===== src/rtl/sie_pkg.sv =====
`default_nettype none
// ============================================================================
// sie_pkg : phase codes and envelope arithmetic for the SIE phase sequencer
// Rev 1.0
// ============================================================================
package sie_pkg;

  localparam logic [2:0] PH_IDLE        = 3'd1;
  localparam logic [2:0] PH_COHERENCE   = 3'd2;
  localparam logic [2:0] PH_IGNITION    = 3'd3;
  localparam logic [2:0] PH_PLATEAU     = 3'd4;
  localparam logic [2:0] PH_PROPAGATION = 3'd5;
  localparam logic [2:0] PH_DECAY       = 3'd6;
  localparam logic [2:0] PH_REFRACTORY  = 3'd7;

  localparam logic signed [31:0] ONE_Q14 = 32'sd16384;

  // Encoding doubles as the externally visible phase code.
  typedef enum logic [2:0] {
    S_IDLE        = PH_IDLE,
    S_COHERENCE   = PH_COHERENCE,
    S_IGNITION    = PH_IGNITION,
    S_PLATEAU     = PH_PLATEAU,
    S_PROPAGATION = PH_PROPAGATION,
    S_DECAY       = PH_DECAY,
    S_REFRACTORY  = PH_REFRACTORY
  } sie_phase_e;

  function automatic logic signed [31:0] env_sat_add(
    input logic signed [31:0] env,
    input logic signed [31:0] delta,
    input logic signed [31:0] limit
  );
    logic signed [31:0] sum;
    sum = env + delta;
    if (sum > limit) begin
      return limit;
    end else if (sum < 32'sd0) begin
      return 32'sd0;
    end
    return sum;
  endfunction

  // A zero duration still occupies one tick.
  function automatic logic [15:0] dur_to_load(input logic [15:0] dur);
    return (dur == 16'd0) ? 16'd0 : (dur - 16'd1);
  endfunction

endpackage
`default_nettype wire


===== src/rtl/sie_phase_timer.sv =====
`default_nettype none
// ============================================================================
// sie_phase_timer : 16-bit loadable down-counter with zero flag, clk_en gated
// Rev 1.0
// ============================================================================
module sie_phase_timer (
  input  logic        clk,
  input  logic        rst,
  input  logic        clk_en,
  input  logic        load,
  input  logic [15:0] load_value,
  output logic [15:0] count,
  output logic        zero
);

  logic [15:0] count_q;
  logic [15:0] count_d;

  always_comb begin
    count_d = count_q;
    if (clk_en) begin
      if (load) begin
        count_d = load_value;
      end else if (count_q != 16'd0) begin
        count_d = count_q - 16'd1;
      end
    end
  end

  always_ff @(posedge clk or posedge rst) begin
    if (rst) begin
      count_q <= 16'd0;
    end else begin
      count_q <= count_d;
    end
  end

  assign count = count_q;
  assign zero  = (count_q == 16'd0);

endmodule
`default_nettype wire


===== src/rtl/sie_phase_sequencer.sv =====
`default_nettype none
// ============================================================================
// sie_phase_sequencer : runs one SIE event through phases 2-6 plus refractory
// Rev 1.0
// ============================================================================
module sie_phase_sequencer
  import sie_pkg::*;
#(
  parameter int                      WIDTH         = 18,
  parameter int                      FRAC          = 14,
  parameter logic signed [WIDTH-1:0] ENV_STEP_UP   = 18'sd16,
  parameter logic signed [WIDTH-1:0] ENV_STEP_DOWN = 18'sd8
) (
  input  logic                    clk,
  input  logic                    rst,
  input  logic                    clk_en,
  input  logic                    trigger,
  input  logic                    abort,
  input  logic [15:0]             sie_phase2_dur,
  input  logic [15:0]             sie_phase3_dur,
  input  logic [15:0]             sie_phase4_dur,
  input  logic [15:0]             sie_phase5_dur,
  input  logic [15:0]             sie_phase6_dur,
  input  logic [15:0]             sie_refractory,
  output logic [2:0]              sie_phase,
  output logic                    sie_active,
  output logic                    in_refractory,
  output logic                    ignition_pulse,
  output logic                    trigger_rejected,
  output logic [15:0]             phase_timer,
  output logic signed [WIDTH-1:0] sie_envelope
);

  localparam logic signed [31:0] UNITY = 32'sd1 <<< FRAC;

  sie_phase_e             phase_q, phase_d;
  logic [5:0][15:0]       snap_q, snap_d;
  logic signed [WIDTH-1:0] env_q, env_d;
  logic                   ign_pulse_q, ign_pulse_d;
  logic                   rejected_q, rejected_d;

  logic [5:0][15:0]       dur_in;
  logic [15:0]            sel_dur;
  logic                   timer_load;
  logic                   timer_zero;
  logic [15:0]            timer_count;

  assign dur_in = {sie_refractory, sie_phase6_dur, sie_phase5_dur,
                   sie_phase4_dur, sie_phase3_dur, sie_phase2_dur};

  always_comb begin
    phase_d = phase_q;
    snap_d  = snap_q;
    if (clk_en) begin
      case (phase_q)
        S_IDLE: begin
          if (trigger) begin
            phase_d = S_COHERENCE;
            snap_d  = dur_in;
          end
        end
        S_COHERENCE, S_IGNITION, S_PLATEAU, S_PROPAGATION, S_DECAY: begin
          if (abort) begin
            phase_d = S_REFRACTORY;
          end else if (timer_zero) begin
            phase_d = sie_phase_e'(phase_q + 3'd1);
          end
        end
        S_REFRACTORY: begin
          if (timer_zero) begin
            phase_d = S_IDLE;
          end
        end
        default: phase_d = S_IDLE;
      endcase
    end
  end

  // snap_d, not snap_q, so the entry into COHERENCE sees the freshly latched value.
  always_comb begin
    sel_dur = 16'd0;
    case (phase_d)
      S_COHERENCE:   sel_dur = snap_d[0];
      S_IGNITION:    sel_dur = snap_d[1];
      S_PLATEAU:     sel_dur = snap_d[2];
      S_PROPAGATION: sel_dur = snap_d[3];
      S_DECAY:       sel_dur = snap_d[4];
      S_REFRACTORY:  sel_dur = snap_d[5];
      default:       sel_dur = 16'd0;
    endcase
  end

  assign timer_load = (phase_d != phase_q);

  sie_phase_timer u_timer (
    .clk        (clk),
    .rst        (rst),
    .clk_en     (clk_en),
    .load       (timer_load),
    .load_value (dur_to_load(sel_dur)),
    .count      (timer_count),
    .zero       (timer_zero)
  );

  // Envelope follows the phase being entered or held on this tick.
  always_comb begin
    env_d       = env_q;
    ign_pulse_d = 1'b0;
    rejected_d  = 1'b0;
    if (clk_en) begin
      case (phase_d)
        S_IGNITION:
          env_d = WIDTH'(env_sat_add(32'(env_q), 32'(ENV_STEP_UP), UNITY));
        S_DECAY:
          env_d = WIDTH'(env_sat_add(32'(env_q), -32'(ENV_STEP_DOWN), UNITY));
        S_PLATEAU, S_PROPAGATION:
          env_d = env_q;
        default:
          env_d = '0;
      endcase
      ign_pulse_d = (phase_d == S_IGNITION) && (phase_q != S_IGNITION);
      rejected_d  = trigger && (phase_q != S_IDLE);
    end
  end

  always_ff @(posedge clk or posedge rst) begin
    if (rst) begin
      phase_q     <= S_IDLE;
      snap_q      <= '0;
      env_q       <= '0;
      ign_pulse_q <= 1'b0;
      rejected_q  <= 1'b0;
    end else begin
      phase_q     <= phase_d;
      snap_q      <= snap_d;
      env_q       <= env_d;
      ign_pulse_q <= ign_pulse_d;
      rejected_q  <= rejected_d;
    end
  end

  assign sie_phase        = phase_q;
  assign sie_active       = (phase_q >= S_COHERENCE) && (phase_q <= S_DECAY);
  assign in_refractory    = (phase_q == S_REFRACTORY);
  assign ignition_pulse   = ign_pulse_q;
  assign trigger_rejected = rejected_q;
  assign phase_timer      = timer_count;
  assign sie_envelope     = env_q;

endmodule
`default_nettype wire


===== config.mk =====
export PLATFORM = sky130hd
export DESIGN_NAME = sie_phase_sequencer
export DESIGN_NICKNAME = d
export VERILOG_FILES = /design/src/rtl/sie_pkg.sv /design/src/rtl/sie_phase_timer.sv /design/src/rtl/sie_phase_sequencer.sv
export SDC_FILE = /design/constraint.sdc
export NUM_CORES = 1
export LEC_CHECK = 0
export ABC_AREA = 1
export CAP_MARGIN = 10
export CORE_MARGIN = 1.5
export CORE_UTILIZATION = 40
export CTS_CLUSTER_SIZE = 30
export DETAILED_ROUTE_END_ITERATION = 8
export RECOVER_POWER = 100
export SLEW_MARGIN = 40
export SYNTH_ARGS = -nofsm -noshare
export SYNTH_HDL_FRONTEND = slang
export SYNTH_SLANG_ARGS = --single-unit

===== constraint.sdc =====
create_clock -name clk -period 6.2 [get_ports clk]
set_clock_uncertainty 0.15 [all_clocks]
set_input_delay 1.24 -clock clk [delete_from_list [all_inputs] [get_ports clk]]
set_output_delay 1.24 -clock clk [all_outputs]
set_load 0.01 [all_outputs]

==> summary.txt <==
Physical implementation

The flow ran to the end, but the final reports show violations. The checks that failed: max-capacitance violations, max-slew violations. The average instance area after synthesis is 7.21 sq um. The async set-or-reset flop fraction in the synthesized netlist is 1.00. The count of cells along the worst register-to-register path is 22. In this run the full chip footprint comes out at 20600 sq um. The final layout contains a sequential cell count of 132. The post-placement cell area is about 9500 sq um. The most used standard cell by instance count after synthesis is nand2_1. The post-synthesis sequential area ratio is 0.419.

Recorded from the global router log, the overflow total was 0. The overall die height is 143 microns. The starting utilization of the core area is 0.407. The timing report gives the biggest stage delay along the critical path as about 0.82 ns.

The tally of nets with antenna violations remaining after routing is 0. The kind of cell with the highest combined delay along the critical path is simple AND/OR/NAND/NOR gates. The area fraction in full adders, half adders and majority gates is 0.0222. Dividing the detail-routed via count by the number of cells gives slightly below 5. The number of signal-net buffers in the layout is 147. The number of clock-tree buffers in the layout is 19. The largest net degree at the start of global routing is 98. The final antenna diode tally reported by the flow is 0. The initialized floorplan defines 51 standard-cell rows.

The final RePlAce weighted congestion is 0.909. The worst setup path is captured at a flop. The power density over the cells is between 400 and 500 nW/um^2.

The launch point of the worst min-delay path is recorded as snap_q[95]. The tap cell instance count is between 200 and 300. Traced cell by cell, the critical path runs through dlygate4sd3_1, clkbuf_1, inv_1, nand2_1, nand2_1, nor2_1, inv_1, nor2_1, nor2_1, nand2_1, nor2_1, ha_1, nand3_2, nor2_2, nand2_1, nand2_1, nand3_1, a21oi_1. The number of global-route vias before repair came to 7028. Detailed routing placed a total of 11.0 mm of wire on met2. The worst slack on hold paths is 0.322 ns.

Across all setup checks in the final design, the least slack found is 0.993 ns. The count of endpoints failing hold in the final timing report is 0. The net count of the finished layout is ~1300. The worst hold path endpoint is snap_q[95]. The count of buffer and inverter cells on the critical path is 4. The largest share of the power goes to combinational cells. TritonCTS built the clock tree. The worst slack at placement is 1.07 ns. The setup TNS is 0 ns. Once layout is done, the placed cells without fillers occupy ~10000 sq um. The measured slew at the worst slew-check pin is approximately 2.5 ns. The area fraction in compound gates is 0.0812.

According to the timing report, the critical path is captured at u_timer.count[10]. The share of synthesized area in the top cell type comes to 0.416. The number of maximum-capacitance violations recorded for the run is 2. The register bit total from synthesis is 132. For reference, the mux area share after synthesis is 0.0114. The area reported by Yosys stat is roughly 7900 sq um.

The non-filler instance count after layout is 1496. The type of origin of the critical path is a primary input. The power share of the clock group is 0.211. The path type of the worst setup path is in -> reg.

For the worst setup path, the data arrival time is 5.40 ns. 142 I/O pins were placed. The highest ir drop seen on vdd is 0.214 mV. The Yosys step of the flow raised 0 warnings. The root buffer cell chosen for the clock tree is clkbuf_16.

The H-tree depth is 4. The multi-input gate share of total cell area is 0.392. Ranked by instance count, the synthesized netlist is headed by nand2_1, nor2_1, dfrtp_1. The relative contribution of combinational cells to total power is 0.501. The worst register-to-register path has a setup slack of 1.15 ns. The synthesis report lists the most area-consuming cells as dfrtp_1, nand2_1, nor2_1. The instance tally after logic synthesis is around 1100.

The reg-to-reg endpoint is u_timer.count[10]. The detailed-routing iteration count for the pre-antenna-repair pass is 5. From the final report, the count of setup violators was given as 0. The first global-routing pass estimated 37.2 mm of wire. Counting every sink on the clock net gives 132. Among the non-sequential cells, simple AND/OR/NAND/NOR gates take the most area. The worst hold path belongs to the class reg -> reg. The total of hold buffers inserted after clock tree synthesis is 0. The detailed-routed wire length on met3 is 976 microns. Derived from the worst setup path, the maximum achievable clock frequency is 192 MHz. The power report lists the combinational group at 0.00243 W. Subtracting the final worst setup slack from the clock period gives ~5.2 ns. The number of pins exceeding their max-slew limit in the final report is 87. The area of combinational cells with multiple inputs is just under 4000 sq um.
Fig. 1: where the registers sit
Other sequential cells in the stronger gray, the rest of the logic in the fainter gray.
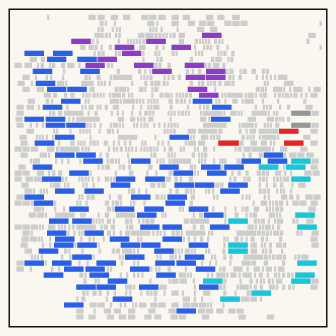
sie_phase -> red  # placed flops 3
snap_q -> blue  # placed flops 96
u_timer.count -> purple  # placed flops 16, where top center
sie_envelope -> cyan  # placed flops 15
register fraction of the total cell area: 0.330
utilization after layout: 0.517
power drawn by the sequential cells: 0.00140 W
total area of sequential cells: 3300 sq um

Fig. 2: M3 wires
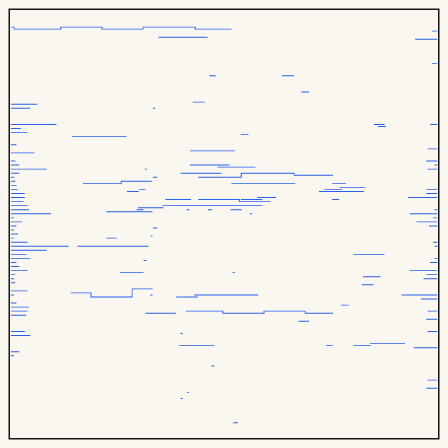
nets with wire on the layer = 126
main direction = horizontal
share of all routed wire = 4.2%
longest straight run = 33.1 microns
grt met3 use: 0.0433
Via Count: 7311

Fig. 3: pin map
Pins as bars across the die edge, other pins in gray.
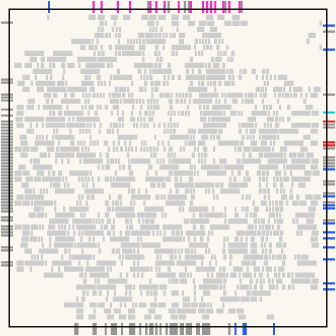
phase_timer -> magenta  # pins 16, direction output, edge top
sie_envelope -> blue  # pins 18, direction output, edge 13 right, 4 bottom, 1 top
trigger_rejected -> cyan  # pins 1, direction output, edge right
sie_phase -> red  # pins 3, direction output, edge right

Fig. 4: wiring by layer
Two of the layers only.
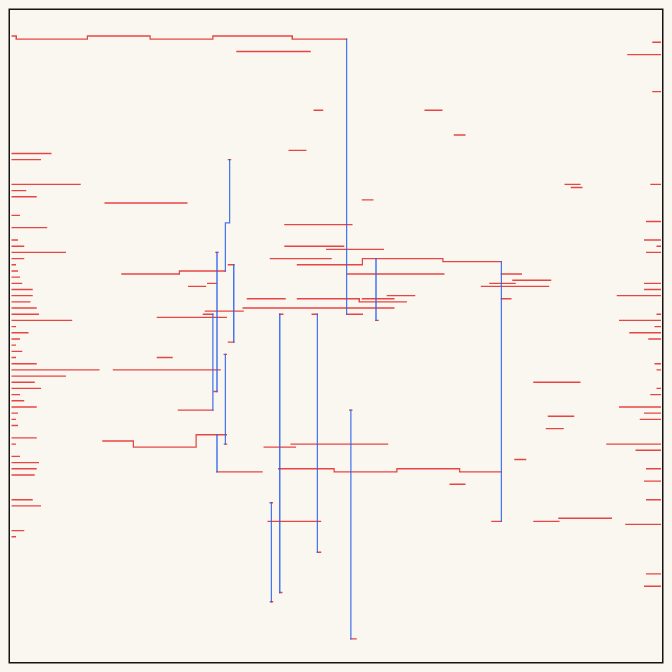
M4 -> blue  # wire length 439 microns
M3 -> red  # wire length 976 microns
global routing usage summed across all routing layers: 0.237
Total Routed Length: 23.4 mm
Avg WL per Cell: 15.6 microns

Fig. 5: routing congestion map
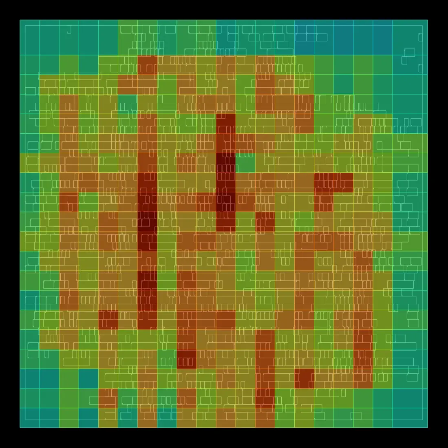
global-route track usage on met2: 0.387
GRT busiest layer: met2
fraction of met1 tracks used by global routing: 0.320

Power figures rest on the tool's default switching activity, not on a simulated workload.
